--- src/rtl/huffman_encoder_if.sv ---
// Symbol-in / serial-code-out bundle for huffman_encoder.
// master drives symbols, slave is the encoder.
interface huffman_encoder_if;
  logic [2:0] sym;
  logic       sym_valid;
  logic       sym_ready;
  logic       x;
  logic       x_valid;
  logic       last;
  logic       err;
  logic       busy;

  modport master (
    output sym, sym_valid,
    input  sym_ready, x, x_valid, last, err, busy
  );

  modport slave (
    input  sym, sym_valid,
    output sym_ready, x, x_valid, last, err, busy
  );
endinterface

--- src/rtl/huffman_encoder.sv ---
// Serial Huffman encoder: symbol FIFO feeding a shift-out
// serializer that emits prefix-free codewords MSB first.
module huffman_encoder #(
  parameter int DEPTH = 4
) (
  input  logic             clk,
  input  logic             reset,
  huffman_encoder_if.slave bus
);
  localparam int AW = $clog2(DEPTH);

  localparam logic [0:0] IDLE  = 1'b0;
  localparam logic [0:0] SHIFT = 1'b1;

  logic [2:0]  mem_q [DEPTH];
  logic [AW:0] wptr_q, wptr_d;
  logic [AW:0] rptr_q, rptr_d;

  logic        full, empty;
  logic        sym_ok, accept, push;
  logic        load, do_shift;
  logic [2:0]  head;
  logic [2:0]  len;
  logic [3:0]  code;

  logic [0:0]  state_q, state_d;
  logic [3:0]  sh_q, sh_d;
  logic [2:0]  cnt_q, cnt_d;
  logic        x_q, x_d;
  logic        xv_q, xv_d;
  logic        last_q, last_d;
  logic        err_q, err_d;

  assign full  = (wptr_q[AW] != rptr_q[AW]) &&
                 (wptr_q[AW-1:0] == rptr_q[AW-1:0]);
  assign empty = (wptr_q == rptr_q);

  assign sym_ok = (bus.sym != 3'b000) &&
                  (bus.sym != 3'b111);
  assign accept = bus.sym_valid && !full;
  assign push   = accept && sym_ok;
  assign err_d  = accept && !sym_ok;

  assign head = mem_q[rptr_q[AW-1:0]];

  // Codeword left-aligned in 4 bits, MSB is sent first
  always_comb begin
    len  = 3'd0;
    code = 4'b0000;
    case (head)
      3'b001: begin len = 3'd1; code = 4'b0000; end
      3'b010: begin len = 3'd3; code = 4'b1010; end
      3'b011: begin len = 3'd3; code = 4'b1000; end
      3'b100: begin len = 3'd3; code = 4'b1110; end
      3'b101: begin len = 3'd4; code = 4'b1101; end
      3'b110: begin len = 3'd4; code = 4'b1100; end
      default: ;
    endcase
  end

  // A new codeword may start on the cycle after any final bit
  assign load     = ((state_q == IDLE) || last_q) && !empty;
  assign do_shift = !load && (state_q == SHIFT) &&
                    (cnt_q != 3'd0);

  always_comb begin
    state_d = state_q;
    sh_d    = sh_q;
    cnt_d   = cnt_q;
    x_d     = 1'b0;
    xv_d    = 1'b0;
    last_d  = 1'b0;
    unique case (1'b1)
      load: begin
        x_d     = code[3];
        xv_d    = 1'b1;
        last_d  = (len == 3'd1);
        sh_d    = {code[2:0], 1'b0};
        cnt_d   = len - 3'd1;
        state_d = (len > 3'd1) ? SHIFT : IDLE;
      end
      do_shift: begin
        x_d    = sh_q[3];
        xv_d   = 1'b1;
        last_d = (cnt_q == 3'd1);
        sh_d   = {sh_q[2:0], 1'b0};
        cnt_d  = cnt_q - 3'd1;
      end
      default: begin
        state_d = IDLE;
        sh_d    = 4'b0000;
        cnt_d   = 3'd0;
      end
    endcase
  end

  assign wptr_d = push ? wptr_q + (AW+1)'(1) : wptr_q;
  assign rptr_d = load ? rptr_q + (AW+1)'(1) : rptr_q;

  always_ff @(posedge clk) begin
    if (push) mem_q[wptr_q[AW-1:0]] <= bus.sym;
  end

  always_ff @(posedge clk or negedge reset) begin
    if (!reset) begin
      wptr_q  <= '0;
      rptr_q  <= '0;
      state_q <= IDLE;
      sh_q    <= 4'b0000;
      cnt_q   <= 3'd0;
      x_q     <= 1'b0;
      xv_q    <= 1'b0;
      last_q  <= 1'b0;
      err_q   <= 1'b0;
    end else begin
      wptr_q  <= wptr_d;
      rptr_q  <= rptr_d;
      state_q <= state_d;
      sh_q    <= sh_d;
      cnt_q   <= cnt_d;
      x_q     <= x_d;
      xv_q    <= xv_d;
      last_q  <= last_d;
      err_q   <= err_d;
    end
  end

  assign bus.sym_ready = !full;
  assign bus.x         = x_q;
  assign bus.x_valid   = xv_q;
  assign bus.last      = last_q;
  assign bus.err       = err_q;
  assign bus.busy      = !empty || (state_q == SHIFT);
endmodule

--- src/flat_wrapper.sv ---
// flat-port wrapper written by rule: the top's interface ports become plain ports
module huffman_encoder_flat 
#(
  parameter int DEPTH = 4
)
  (clk, reset, bus_sym, bus_sym_valid, bus_sym_ready, bus_x, bus_x_valid, bus_last, bus_err, bus_busy);
  huffman_encoder_if bus_i ();
  input  logic clk;
  input  logic reset;
  input wire logic [$bits(bus_i.sym)-1:0] bus_sym;
  input wire logic [$bits(bus_i.sym_valid)-1:0] bus_sym_valid;
  output wire logic [$bits(bus_i.sym_ready)-1:0] bus_sym_ready;
  output wire logic [$bits(bus_i.x)-1:0] bus_x;
  output wire logic [$bits(bus_i.x_valid)-1:0] bus_x_valid;
  output wire logic [$bits(bus_i.last)-1:0] bus_last;
  output wire logic [$bits(bus_i.err)-1:0] bus_err;
  output wire logic [$bits(bus_i.busy)-1:0] bus_busy;
  assign bus_i.sym = bus_sym;
  assign bus_i.sym_valid = bus_sym_valid;
  assign bus_sym_ready = bus_i.sym_ready;
  assign bus_x = bus_i.x;
  assign bus_x_valid = bus_i.x_valid;
  assign bus_last = bus_i.last;
  assign bus_err = bus_i.err;
  assign bus_busy = bus_i.busy;
  huffman_encoder #(.DEPTH(DEPTH)) u_core (.clk(clk), .reset(reset), .bus(bus_i));
endmodule
--- config.mk ---
export PLATFORM = sky130hd
export DESIGN_NAME = huffman_encoder_flat
export DESIGN_NICKNAME = d
export VERILOG_FILES = /design/src/rtl/huffman_encoder_if.sv /design/src/rtl/huffman_encoder.sv /design/src/flat_wrapper.sv
export SDC_FILE = /design/constraint.sdc
export NUM_CORES = 1
export LEC_CHECK = 0
export ABC_AREA = 1
export CAP_MARGIN = 20
export CORE_ASPECT_RATIO = 0.75
export CORE_UTILIZATION = 30
export DETAILED_ROUTE_END_ITERATION = 10
export MAX_ROUTING_LAYER = met4
export SLEW_MARGIN = 20
export SYNTH_ARGS = -nofsm -noshare
export SYNTH_HDL_FRONTEND = slang
export SYNTH_SLANG_ARGS = --single-unit
--- constraint.sdc ---
create_clock -name clk -period 2 [get_ports clk]
set_clock_uncertainty 0.2 [all_clocks]
set_input_delay 0.4 -clock clk [delete_from_list [all_inputs] [get_ports clk]]
set_output_delay 0.4 -clock clk [all_outputs]
set_load 0.03 [all_outputs]
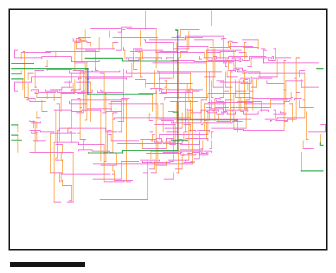
**Above:** metal layers overlaid.
Scale bar: 20 um.
Magenta is met1, wire length 1,440 um. Blue is met4, wire length 38.8 um. Orange is met2, wire length 1,030 um. Green is met3, wire length 136 um.
global-route usage over all layers: 12.0%
routed wire length: 2650 um
per-cell routed wire length: 10.9 um

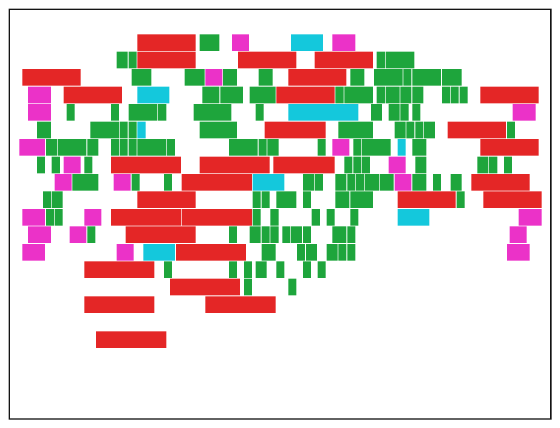
**Above:** cells coloured by class.
Cyan is clock drivers and dummy loads, cells 8. Green is all other logic, cells 126. Red is flops, cells 29. Magenta is other buffers and delay cells, cells 22.
Seq area share: 42.2%
final core utilization: 40.1%
area inside the core boundary: 4650 um2
Layout Cell Area excl Fill: 1870 um2

==> run notes <==
flow finished, numbers: Worst Path Buf+Inv 1, Routability Congestion approximately 0.81, nets in the synthesized netlist 173, fillers 452, power density cells roughly 1800 nW/um2, Crit path largest cell delay roughly 0.48 ns, top cells by area in the synthesized netlist dfrtp_1 (28%), edfxtp_1 (24%), nand2_1 (11%), ha_1 (8.3%), nand3_1 (5.3%), Syn Std Cell Area 1520 um2, fraction of post-synthesis cell area in the top cell type by area between 20 and 30%, # clk buffers 6, first-pass GRT wire length roughly 4700 um, critical path required time between 1 and 1.5 ns, Final non-clock buffer share around a tenth, DIE AREA approximately 5300 um2, logic area 639 um2, status finished, violations left, Fin Setup TNS 0 ns, number of pins exceeding their max-slew limit in the final report 0, Logic power comb about 1.8 mW, fraction of registers with async set or reset after synthesis around three fifths, YS chip area approximately 1500 um2, clock transition at the register clock pins on the worst setup and hold paths after CTS ~0.060 ns, violations in the final reports DRC, total instance count after detailed placement 232, Buffers, non-clock 22, reported leakage power just under 0.9 nW, Avg Synthesized Cell Area slightly below 10 um2, clock tree cell share of total cell area under 10%, Hold WS 0.241 ns, largest fanout on the critical path 6, worst path cell trace xnor2_2 > nand3b_1 > buf_6, area used by sequential logic in the layout 788 um2, number of hold violations in the final report 0, achievable frequency approximately 500 MHz, crit start category flip-flop, logic share of the area about 34%, total CTS buffers 5, cycle use final 99.1%, First DRT Iteration DRCs 53, number of design rule violations left after detail routing 2, actual transition at the worst max-transition pin 0.303 ns, sequential fraction of design power 29.5%, Vias per Instance 4.32, Tapcells roughly 57, total sequential power slightly below 1 mW, dominant synthesized flop cell dfrtp_1
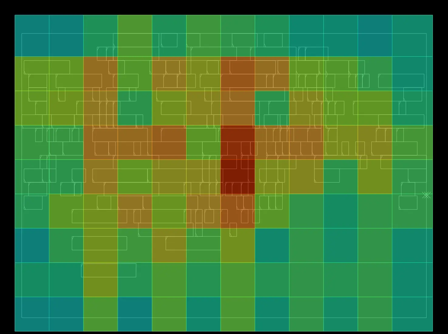
**Above:** routing congestion.
Top Usage Layer GRT: met1
M3 GR Usage: 5.50%

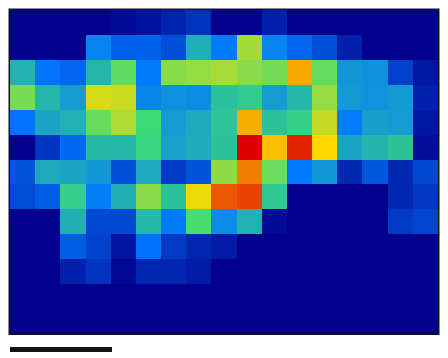
**Above:** routed metal per tile.
Scale bar: 20 um. 17 x 13 tiles, from dark blue (low) to red (high), scaled to the fullest tile. Values are wire area over tile area, all layers added.
39% of the tiles are nearly empty. The mean over all tiles is 0.078. The emptiest ninth of the die: lower right. The fullest tile reaches 0.37. The densest ninth of the die: centre. 13% of the tiles are over half the peak.
total via count in the routed design: 1,045

## registers in the layout, summed over array words and instances (netlist names)
signal              flops
u_core.bus.err          1
u_core.bus.x            1
u_core.bus.last         1
u_core.mem_q           12
u_core.wptr_q           3
u_core.sh_q             3
u_core.cnt_q            3
u_core.rptr_q           3
u_core.bus.x_valid      1
u_core.state_q          1
## final timing paths
path | start | to | slack, ns | depth (start not counted)
max in group asynchronous | reset | u_core.rptr_q[1]$_DFFE_PN0P_ | 1.14 | 2
min reg2reg | u_core.sh_q[2]$_DFF_PN0_ | u_core.sh_q[3]$_DFF_PN0_ | 0.25 | 2
max reg2reg | u_core.rptr_q[0]$_DFFE_PN0P_ | u_core.cnt_q[1]$_DFF_PN0_ | 0.07 | 9
min | reset | u_core.bus.x$_DFF_PN0_ | 0.24 | 2
max | u_core.rptr_q[0]$_DFFE_PN0P_ | bus_sym_ready | 0.02 | 3
min in group clk | u_core.sh_q[2]$_DFF_PN0_ | u_core.sh_q[3]$_DFF_PN0_ | 0.25 | 2
## per-layer routing
| metal | vias to the layer above | share of wire [%] | GRT usage, % |
|---|---|---|---|
| met1 | 460 | 54 | 16.1 |
| li1 | 562 | - | - |
| met5 | - | 0 | - |
| met4 | 0 | 1.4 | 3.88 |
| met2 | 17 | 39 | 15.9 |
| met3 | 6 | 5.1 | 5.50 |
## kinds of logic (layout without fill, tap and decap cells)
group | Yosys count | after routing | share of synthesized area, %
XOR/XNOR | 7 | 7 | 5.04
adder cells (fa/ha/maj) | 10 | 10 | 8.26
AND-OR/OR-AND | 7 | 7 | 2.89
flip-flops | 29 | 29 | 51.9
buffers and inverters | 20 | 48 | 6.11
AND/OR/NAND/NOR | 84 | 84 | 25.8
No activity file was given, so power comes from the tool's default toggle rates.
